<file path="src/rtl/locked_reg_access_ctrl_if.sv">
// Requester-side bus for the lockable register controller: per-requester
// request attributes in, one-hot grant and a single response channel out.
interface locked_reg_access_ctrl_if #(
    parameter int NUM_REQ = 4,
    parameter int DATA_W  = 16
);
    localparam int ID_W = (NUM_REQ > 1) ? $clog2(NUM_REQ) : 1;

    logic [NUM_REQ-1:0]        req;
    logic [NUM_REQ-1:0]        req_we;
    logic [NUM_REQ-1:0]        req_lock;
    logic [NUM_REQ-1:0]        req_trusted;
    logic [NUM_REQ*DATA_W-1:0] req_wdata;
    logic [NUM_REQ-1:0]        gnt;
    logic                      rsp_valid;
    logic                      rsp_err;
    logic [ID_W-1:0]           rsp_id;

    modport master (
        output req, req_we, req_lock, req_trusted, req_wdata,
        input  gnt, rsp_valid, rsp_err, rsp_id
    );

    modport slave (
        input  req, req_we, req_lock, req_trusted, req_wdata,
        output gnt, rsp_valid, rsp_err, rsp_id
    );
endinterface

</file>
<file path="src/rtl/locked_reg_access_ctrl.sv">
// Round-robin arbiter in front of a sticky-lockable protected register.
// One transaction every three cycles: IDLE (arbitrate) -> COMMIT -> RESP.
module locked_reg_access_ctrl #(
    parameter int                NUM_REQ   = 4,
    parameter int                DATA_W    = 16,
    parameter logic [DATA_W-1:0] RESET_VAL = '0
) (
    input  logic                       Clk,
    input  logic                       reset,
    locked_reg_access_ctrl_if.slave    bus,
    output logic [DATA_W-1:0]          Data_out,
    output logic                       lock_status,
    output logic [7:0]                 viol_cnt
);
    localparam int ID_W = (NUM_REQ > 1) ? $clog2(NUM_REQ) : 1;

    typedef enum logic [1:0] {
        S_IDLE,
        S_COMMIT,
        S_RESP
    } state_t;

    state_t            state, state_nxt;
    logic [ID_W-1:0]   rr_ptr;
    logic [ID_W-1:0]   win_id;
    logic [ID_W-1:0]   cap_id;
    logic              cap_we;
    logic              cap_lock;
    logic              cap_trusted;
    logic [DATA_W-1:0] cap_wdata;
    logic              err_q;

    // Round-robin search upward from rr_ptr+1 with wrap; scanning from the
    // farthest offset down lets the nearest set bit overwrite the rest.
    always_comb begin
        int idx;
        idx    = 0;
        win_id = rr_ptr;
        for (int k = NUM_REQ; k >= 1; k--) begin
            idx = int'(rr_ptr) + k;
            if (idx >= NUM_REQ) idx = idx - NUM_REQ;
            if (bus.req[idx]) win_id = ID_W'(idx);
        end
    end

    always_ff @(posedge Clk or posedge reset) begin
        if (reset) state <= S_IDLE;
        else       state <= state_nxt;
    end

    // NOTE: every output is given a default before the case so no path
    // leaves a signal unassigned, which would otherwise infer a latch.
    always_comb begin
        state_nxt     = state;
        bus.gnt       = '0;
        bus.rsp_valid = 1'b0;
        bus.rsp_err   = 1'b0;
        bus.rsp_id    = '0;
        case (state)
            S_IDLE: begin
                if (|bus.req) state_nxt = S_COMMIT;
            end
            S_COMMIT: begin
                bus.gnt[cap_id] = 1'b1;
                state_nxt       = S_RESP;
            end
            S_RESP: begin
                bus.rsp_valid = 1'b1;
                bus.rsp_err   = err_q;
                bus.rsp_id    = cap_id;
                state_nxt     = S_IDLE;
            end
            default: state_nxt = S_IDLE;
        endcase
    end

    // NOTE: state registers use non-blocking assignments so every flop
    // samples pre-edge values, independent of statement order.
    always_ff @(posedge Clk or posedge reset) begin
        if (reset) begin
            rr_ptr      <= ID_W'(NUM_REQ - 1);
            cap_id      <= '0;
            cap_we      <= 1'b0;
            cap_lock    <= 1'b0;
            cap_trusted <= 1'b0;
            cap_wdata   <= '0;
            err_q       <= 1'b0;
            Data_out    <= RESET_VAL;
            lock_status <= 1'b0;
            viol_cnt    <= '0;
        end else begin
            case (state)
                S_IDLE: begin
                    if (|bus.req) begin
                        rr_ptr      <= win_id;
                        cap_id      <= win_id;
                        cap_we      <= bus.req_we[win_id];
                        cap_lock    <= bus.req_lock[win_id];
                        cap_trusted <= bus.req_trusted[win_id];
                        cap_wdata   <= bus.req_wdata[int'(win_id)*DATA_W +: DATA_W];
                        err_q       <= 1'b0;
                    end
                end
                S_COMMIT: begin
                    // The write is judged against the lock as it stood before
                    // this transaction, so write+lock from anyone lands first.
                    if (cap_we) begin
                        if (!lock_status || cap_trusted) begin
                            Data_out <= cap_wdata;
                        end else begin
                            err_q <= 1'b1;
                            if (viol_cnt != 8'hFF) viol_cnt <= viol_cnt + 8'd1;
                        end
                    end
                    if (cap_lock) lock_status <= 1'b1;
                end
                default: ;
            endcase
        end
    end
endmodule
</file>
<file path="src/flat_wrapper.sv">
// flat-port wrapper written by rule: the top's interface ports become plain ports
module locked_reg_access_ctrl_flat 
#(
    parameter int                NUM_REQ   = 4,
    parameter int                DATA_W    = 16,
    parameter logic [DATA_W-1:0] RESET_VAL = '0
)
  (Clk, reset, Data_out, lock_status, viol_cnt, bus_req, bus_req_we, bus_req_lock, bus_req_trusted, bus_req_wdata, bus_gnt, bus_rsp_valid, bus_rsp_err, bus_rsp_id);
  locked_reg_access_ctrl_if #(.NUM_REQ(NUM_REQ), .DATA_W(DATA_W)) bus_i ();
  input  logic Clk;
  input  logic reset;
  output logic [DATA_W-1:0] Data_out;
  output logic lock_status;
  output logic [7:0] viol_cnt;
  input wire logic [$bits(bus_i.req)-1:0] bus_req;
  input wire logic [$bits(bus_i.req_we)-1:0] bus_req_we;
  input wire logic [$bits(bus_i.req_lock)-1:0] bus_req_lock;
  input wire logic [$bits(bus_i.req_trusted)-1:0] bus_req_trusted;
  input wire logic [$bits(bus_i.req_wdata)-1:0] bus_req_wdata;
  output wire logic [$bits(bus_i.gnt)-1:0] bus_gnt;
  output wire logic [$bits(bus_i.rsp_valid)-1:0] bus_rsp_valid;
  output wire logic [$bits(bus_i.rsp_err)-1:0] bus_rsp_err;
  output wire logic [$bits(bus_i.rsp_id)-1:0] bus_rsp_id;
  assign bus_i.req = bus_req;
  assign bus_i.req_we = bus_req_we;
  assign bus_i.req_lock = bus_req_lock;
  assign bus_i.req_trusted = bus_req_trusted;
  assign bus_i.req_wdata = bus_req_wdata;
  assign bus_gnt = bus_i.gnt;
  assign bus_rsp_valid = bus_i.rsp_valid;
  assign bus_rsp_err = bus_i.rsp_err;
  assign bus_rsp_id = bus_i.rsp_id;
  locked_reg_access_ctrl #(.NUM_REQ(NUM_REQ), .DATA_W(DATA_W), .RESET_VAL(RESET_VAL)) u_core (.Clk(Clk), .reset(reset), .bus(bus_i), .Data_out(Data_out), .lock_status(lock_status), .viol_cnt(viol_cnt));
endmodule
</file>
<file path="config.mk">
export PLATFORM = sky130hd
export DESIGN_NAME = locked_reg_access_ctrl_flat
export DESIGN_NICKNAME = d
export VERILOG_FILES = /design/src/rtl/locked_reg_access_ctrl_if.sv /design/src/rtl/locked_reg_access_ctrl.sv /design/src/flat_wrapper.sv
export SDC_FILE = /design/constraint.sdc
export NUM_CORES = 1
export LEC_CHECK = 0
export CAP_MARGIN = 20
export CORE_MARGIN = 4
export CORE_UTILIZATION = 47
export DETAILED_ROUTE_END_ITERATION = 10
export PLACE_DENSITY = 0.86
export SYNTH_ARGS = -nofsm -noshare
export SYNTH_HDL_FRONTEND = slang
export SYNTH_SLANG_ARGS = --single-unit
</file>
<file path="constraint.sdc">
create_clock -name Clk -period 4.65 [get_ports Clk]
set_input_delay 0.6975 -clock Clk [delete_from_list [all_inputs] [get_ports Clk]]
set_output_delay 0.6975 -clock Clk [all_outputs]
set_load 0.01 [all_outputs]
</file>
### Placement by cell class, run 1

The bar under the picture is 20 um long.
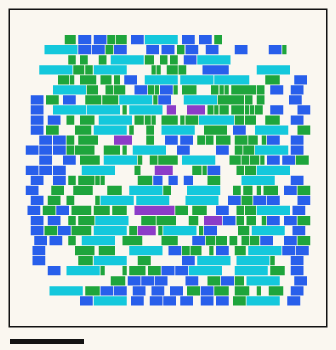
- all other logic: green (cells 173)
- flops: cyan (cells 51)
- clock drivers and dummy loads: purple (cells 7)
- other buffers and delay cells: blue (cells 118)
placeable core area: 0.005675 sq mm
post-layout util: 71.94%
number of standard-cell rows in the floorplan: 27
post-route design area: 0.004083 sq mm

### Congestion heat map, run 1

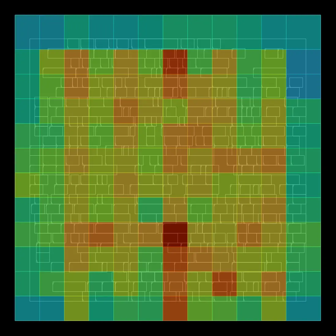
peak-usage layer in the global routing report: met2
met1 usage: 27.21%
met3 demand-to-capacity share in global routing: 3.939%

### Where the registers sit, run 1

The bar under the picture is 20 um long. Other sequential cells in the stronger grey, the rest of the logic in the fainter grey.
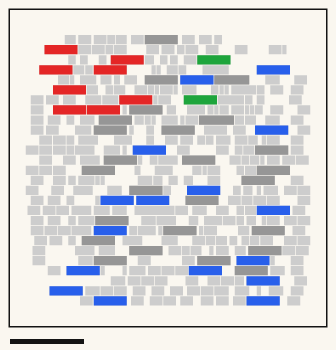
- u_core.viol_cnt: red (placed flops 8; where north-west)
- u_core.Data_out: blue (placed flops 16)
- u_core.state: green (placed flops 2)
area used by sequential logic in the layout: 0.001279 sq mm
sequential share of cell area: 31.32%
power attributed to sequential cells: 0.797 mW

==> summary.txt, run 1 <==
Implementation status.

- The gate family responsible for the most delay along the worst path is simple AND/OR/NAND/NOR gates.
- The final worst clock skew is 0.005826 ns.
- The multi-input combinational cell count is 171.
- Static timing analysis puts the maximum clock frequency at between 300 and 400 MHz.
- Among the non-sequential cells, AND-OR/OR-AND gates take the most area.
- The routed layout has 2324 vias.
- In this run the horizontal extent of the chip is 85.55 um.
- The power report attributes to the combinational group a share of 52.4%.
- The library cell with the largest summed area after synthesis is sky130_fd_sc_hd__dfrtp_1.
- The endpoint class of the critical path is a flop.
- The hold path startpoint is u_core.cap_lock.
- The switching component of the power was reported as ~0.88 mW.
- The tool flagged a number of max-cap violations equal to 0.
- The area enclosed by the die boundary is 0.007319 sq mm.
- The worst min-delay path category is reg2reg.
- Across all checked pins, the minimum headroom to the slew limit is 36.14%.
- Looking at the group totals, the largest power group turns out to be combinational logic.
- The cell class ranked first by area is multi-input combinational cells.
- Per the detailed-route log, wirelength across all metal layers totals ~7500 um.
- The final critical-path share of the clock period is 62.01%.
- No sink is reached through more buffers than the 2 on the longest clock path.
- From synthesis to final layout, the design area changed by 44.44%.
- After layout the clock buffers and inverters come to 2.605% of cell area.
- Sequential cells account for between 30% and 40% of the total power.
- Per the finish-stage timing summary, setup violations number 0.
- Per the detail_route report, vias per standard cell equal 5.520.
- Each instance of the synthesized netlist takes up on average 11.78 sq um.
- Listed in order, past its start point the critical path passes clkdlybuf4s50_1 -> or3b_1 -> and3_1 -> buf_4 -> mux2i_1 -> a211oi_1.
- The first global-routing pass estimated 11860 um of wire.
- The data required time of the critical path is 4.83 ns.
- The highest supply drop recorded on VDD is between 0.0002 and 0.0003 V.
- The number of tapcells is 72.
- TritonCTS built the clock tree.
- For this design, the CTS-stage hold fixing added 0 buffers.
- The critical path ends at u_core.cap_wdata[14].
- The total number of yosys warnings is 0.
- The data arrival time of the critical path is 3.07 ns.
- The yosys-reported design area after synthesis is between 0.002 and 0.003 sq mm.
- In this run, the number of DRC markers left after iteration 0 of detailed routing was 111.
- The number of antenna violations at the first check in global routing is 0.
- The remaining routing DRC violations is 0.
- Counting flops with an async set or reset pin after synthesis yields a share of 100.0%.
- The count of inserted antenna diode cells is 0.
- The endpoint of the worst register-to-register path is u_core.cap_wdata[4].
- For reference, the final report shows the max-slew violation count at 0.
- Per the layout area report, the combinational fraction of cell area is 34.69%.
- The launch instance of the worst register-to-register path is u_core.rr_ptr[0].
- Detailed placement ended at an HPWL of ~5500 um.
- The non-clock inverter instance count of the final layout is 2.
- After synthesis the netlist holds a flip-flop and latch count of slightly above 50.
- In the final layout, the registers with the most flip-flops are u_core.Data_out (16), u_core.cap_wdata (16), u_core.viol_cnt (8).
- Per the post-synthesis report, the number of cells in the design is between 200 and 250.
- The count of nets left with antenna violations after detail routing is 0.
- The final total negative setup slack is 0 ns.
- Yosys mapped a number of flops with a built-in enable equal to 0.
- The clock latency of the later-clocked register in the worst-skew pair is around 0.30 ns.
- After synthesis, the netlist uses 43 different library cells.
- The clock share of power is 13.0%.
- The global routing usage summed across all routing layers is 20.56%.
- Summed over its instances, the top area cell type makes up 43.38% of the synthesized netlist area.
- The run finished with clean final reports.
==> run 1: per-layer routing <==
metal / track usage (%) / vias up / share of wire, %
met4: 6.331 / 0 / 1.4
li1: - / 1096 / -
met5: 0 / - / 0
met1: 27.21 / 1127 / 42
met3: 3.939 / 9 / 8.1
met2: 34.18 / 92 / 49
==> run 1: through the flow <==
| stage | setup slack [ns] | hold slack (ns) |
|---|---|---|
| final | 1.767 | 0.4821 |
| after global placement | 1.477 | 0.4557 |
| after CTS | 1.771 | 0.4847 |
| after detailed placement | 1.443 | 0.4628 |
| after floorplan | 2.726 | 0.4503 |
| after global routing | 1.581 | 0.5203 |
==> run 1 -> run 2 <==
--- a/config.mk
+++ b/config.mk
@@ -7,9 +7,9 @@
 export LEC_CHECK = 0
 export CAP_MARGIN = 20
 export CORE_MARGIN = 4
-export CORE_UTILIZATION = 47
+export CORE_UTILIZATION = 43
 export DETAILED_ROUTE_END_ITERATION = 10
-export PLACE_DENSITY = 0.86
+export PLACE_DENSITY = 0.8
 export SYNTH_ARGS = -nofsm -noshare
 export SYNTH_HDL_FRONTEND = slang
 export SYNTH_SLANG_ARGS = --single-unit
==> constraint.sdc (replaced) <==
create_clock -name Clk -period 2.75 [get_ports Clk]
set_input_delay 0.4125 -clock Clk [delete_from_list [all_inputs] [get_ports Clk]]
set_output_delay 0.4125 -clock Clk [all_outputs]
set_load 0.01 [all_outputs]
### Where the registers sit, run 2

The bar under the picture is 20 um long. Other sequential cells in the stronger grey, the rest of the logic in the fainter grey.
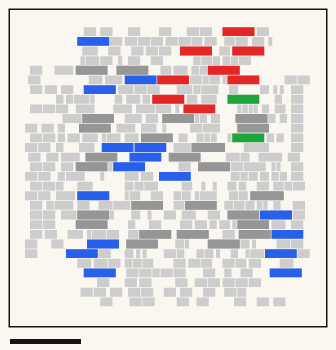
- u_core.Data_out: blue (placed flops 16)
- u_core.state: green (placed flops 2)
- u_core.viol_cnt: red (placed flops 8)
- not coloured: 25
sequential share of cell area: 31.07%
post-layout util: 64.81%
power attributed to sequential cells: 1.34 mW

==> run 2 against run 1 <==
Total power rose by 70%. Hold slack got worse by 0.0023 ns. Largest cell class unchanged. Critical path depth is 3 lower. Worst setup slack worse by 1.4 ns. Synthesized area unchanged. Clock skew is 0.0017 ns higher. Global-route usage fell by 1.5 points. Die size rose by 8.4%. Cell count increased by 2.9%.
==> summary.txt, run 2 <==
Implementation status.

- The area enclosed by the die boundary is around 0.0079 sq mm.
- The largest part of the power goes to combinational logic.
- The post-synth count of flops with an enable pin is 0.
- TritonCTS built the clock tree.
- Data on the critical path arrives at its endpoint at roughly 2.0 ns.
- In this run the most used layer during global routing was met2.
- The topmost layer with routed signal wires is met4.
- The detailed router finished its first iteration with 82 violations.
- The sum of net half-perimeters after detailed placement is 5578 um.
- For this run, the total global-route usage over all layers was measured as 19.06%.
- The routed wirelength on the met1 layer is recorded as 2984 um.
- Counting every instance in the synthesized netlist gives 240.
- The most critical min-delay path falls under reg2reg.
- The flow ran to the end, and the final reports show no timing, DRC or antenna violations.
- The number of antenna violations at the first check in global routing was 0.
- Synthesis inferred 51 register bits.
- The gate family responsible for the most delay along the worst path is simple AND/OR/NAND/NOR gates.
- Registers are responsible for between 30% and 40% of the overall power.
- The relative area change from synthesis to final layout is 45.60%.
- Global routing used 3.502% of the available met3 tracks.
- The global-route met1 utilization is ~24%.
- The clock share of power is 11.9%.
- The netlist uses roughly 43 different library cells.
- Adding up every negative setup slack in the final design gives 0 ns.
- Setup slack on the worst path after placement came out at 0.1042 ns.
- The detailed router placed 2286 vias in this run.
- For met2 alone, demand over resource in global routing was 34.48%.
- Per the slew report, the remaining headroom to the max-slew limit stands at a little under a third.
- The top cell type by area accounts for 43.38% of the synthesized area.
- The final worst clock skew is approximately 0.0075 ns.
- The post-layout instance area is 0.004115 sq mm.
- The die width is 89.08 um.
- The clock reaches the later pin of the worst-skew pair after approximately 0.3 ns.
- Counting pins that exceed their max-slew limit in the final report gives 0.
- Detailed routing placed a total of 412 um of wire on met3.
- In the synthesized netlist the async set-or-reset flop fraction comes to 100.0%.
- The power report puts the net switching power at 1.513 mW.
- After floorplanning, the core was divided into 29 placement rows.
- The library cell with the largest summed area after synthesis is sky130_fd_sc_hd__dfrtp_1.
- The total number of yosys warnings is 0.
- The report puts the hold buffer count at CTS at 0.
- The hold path startpoint is u_core.cap_lock.
- The remaining routing DRC violations is 0.
- The longest clock path from root to sink contains 2 buffers.
- In this run the worst setup path terminates at bus_gnt[0].
- For reference, the critical path cell chain is nor2b_1 -> nor3b_1 -> clkdlybuf4s50_1.
- In this run the remaining antenna-violating nets after routing total 0.
- The smallest setup slack after layout is about 0.36 ns.
- The highest achievable clock rate is about 420 MHz.
- Using the TritonRoute via totals, the vias-per-cell ratio works out to 5.279.
run 2: area by class of cell:
| type | instances | area [sq um] | area share (%) |
|---|---|---|---|
| Multi-Input combinational cell | 171 | 1416 | 34.42 |
| Sequential cell | 51 | 1279 | 31.07 |
| Timing Repair Buffer | 124 | 1216 | 29.55 |
| Clock buffer | 8 | 100.1 | 2.432 |
| Tap cell | 77 | 96.34 | 2.341 |
| Inverter | 2 | 7.507 | 0.1824 |
run 2: stage by stage:
stage,total power [mW],hold WS (ns),utilization [%]
final,3.910,0.4798,64.81
after global routing,4.185,0.5093,64.81
after CTS,3.941,0.4870,64.81
after detailed placement,3.470,0.4694,63.23
after global placement,3.401,0.4544,63.23
after floorplan,2.740,0.4503,-
==> run 2 -> run 3 <==
--- a/config.mk
+++ b/config.mk
@@ -5,7 +5,7 @@
 export SDC_FILE = /design/constraint.sdc
 export NUM_CORES = 1
 export LEC_CHECK = 0
-export CAP_MARGIN = 20
+export CAP_MARGIN = 15
 export CORE_MARGIN = 4
 export CORE_UTILIZATION = 43
 export DETAILED_ROUTE_END_ITERATION = 10
### Congestion heat map, run 3

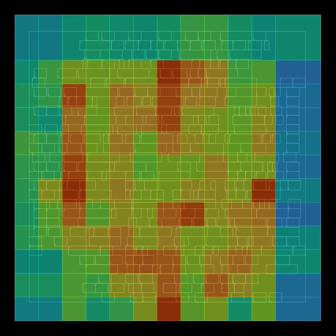
GRT met2 Usage: 34.48%
Global Route Usage Sum: 19.06%

==> run 3 against run 2 <==
Via count stayed put. Global-route usage stayed put. Sequential power hardly changed. Non-clock buffer count stayed put. Register-to-register slack hardly changed. Final area stayed put. Critical path depth stayed put. Routed wire length stayed put. Critical path type unchanged. Largest power group unchanged.
==> summary.txt, run 3 <==
Implementation status.

- The headroom to the max-slew limit is 30.20%.
- Per the area breakdown, the dominant cell category is multi-input combinational cells.
- Between clock sinks in the finished design, the worst skew comes to 0.007520 ns.
- Sorting the Yosys area breakdown by cell type puts at the top sky130_fd_sc_hd__dfrtp_1.
- The largest registers in the layout are u_core.Data_out (16), u_core.cap_wdata (16), u_core.viol_cnt (8).
- The count of mapped cells out of synthesis is ~240.
- The number of antenna violations at the first check in global routing was 0.
- The clock tree buffer depth is 2.
- In the final layout, non-clock buffers account for just under 30% of the cell area.
- The clock buffer instance count of the final layout is 8.
- The data required time of the critical path is around 2.3 ns.
- The post-layout instance area is 0.004115 sq mm.
- The total setup violations reported at the end of the flow is 0.
- In the final layout, the multi-input gates occupy 0.001416 sq mm.
- For this run, the detailed router reports a per-instance via density of roughly 5.3.
- The share of flip-flops with an asynchronous set or reset after synthesis is 100.0%.
- In the final timing run, aggregate negative setup slack is 0 ns.
- Per the detailed-route log, wirelength across all metal layers totals about 7300 um.
- Counting flops and latches in the post-synthesis netlist gives 51.
- In this run the core area contains 29 standard-cell rows.
- The detail route stage leaves a number of antenna-violating nets equal to 0.
- Across all setup checks in the final design, the least slack found is about 0.36 ns.
- Timing would allow up to 419.2 MHz.
- STA classifies the critical path endpoint as an output pin.
- In this run the standard cell core region covers 0.006350 sq mm.
- The overall power consumption is 3.910 mW.
- The dominant kind of combinational cell is AND-OR/OR-AND gates.
- VDD sags by at most about 0.00063 V.
- The worst min-delay path category is reg2reg.
- The multi-input combinational cell count is 171.
- The clock latency of the later-clocked register in the worst-skew pair is 0.30 ns.
- Across the whole layout, multi-input logic makes up 34.42% of the cell area.
- The gate family responsible for the most delay along the worst path is simple AND/OR/NAND/NOR gates.
- The flow ran to the end, and the final reports show no timing, DRC or antenna violations.
- Across all hold checks on the routed design, the worst slack comes to 0.4798 ns.
- The detailed-route via count is 2286.
-- run 3: cell counts after synthesis --
No cell type changed its count.
-- run 3: per-layer routing --
layer  share of wire, %  up-vias  global-route usage, %
li1                   -     1111                      -
met1                 41     1104                  24.12
met2                 53       66                  34.48
met3                5.6        5                  3.502
met4               0.68        0                  3.248
met5                  0        -                      0
-- run 3: path summary, 6_finish.rpt --
path,from,to,slack [ns],cells past startpoint
worst max register to register,u_core.rr_ptr[0],u_core.cap_wdata[3],0.48,5
max in group asynchronous,reset,u_core.Data_out[8],1.59,3
min in group asynchronous,reset,u_core.state[1],0.54,2
worst max-delay path,u_core.state[0],bus_gnt[0],0.36,3
worst min-delay path,u_core.cap_lock,u_core.lock_status,0.48,1
worst min register to register,u_core.cap_lock,u_core.lock_status,0.48,1

## Gallery

Sizing map.
The bar under the picture is 20 um long.
image #1
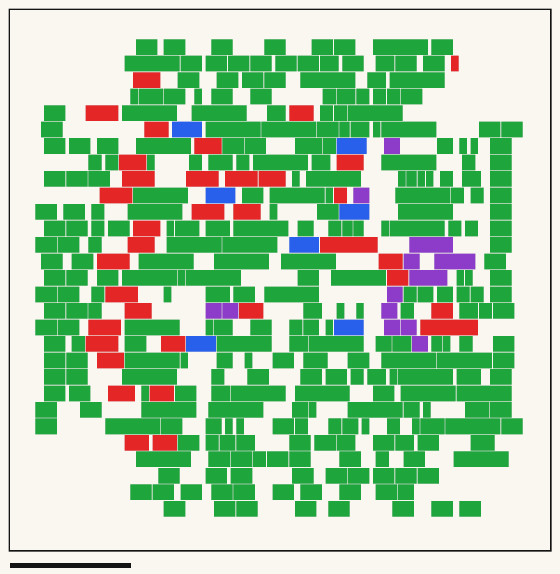
image #2
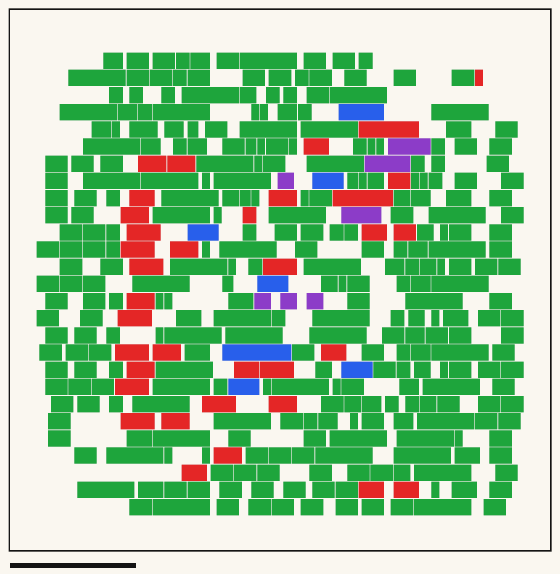
Image #1 comes from run 2.
Image #2 comes from run 1.

Key to image #1:
- drive 3 to 4: purple (cells 13)
- drive 2: red (cells 35)
- drive 6 and up: blue (cells 7)
- drive 1 or less: green (cells 301)

Power figures rest on the tool's default switching activity, not on a simulated workload.
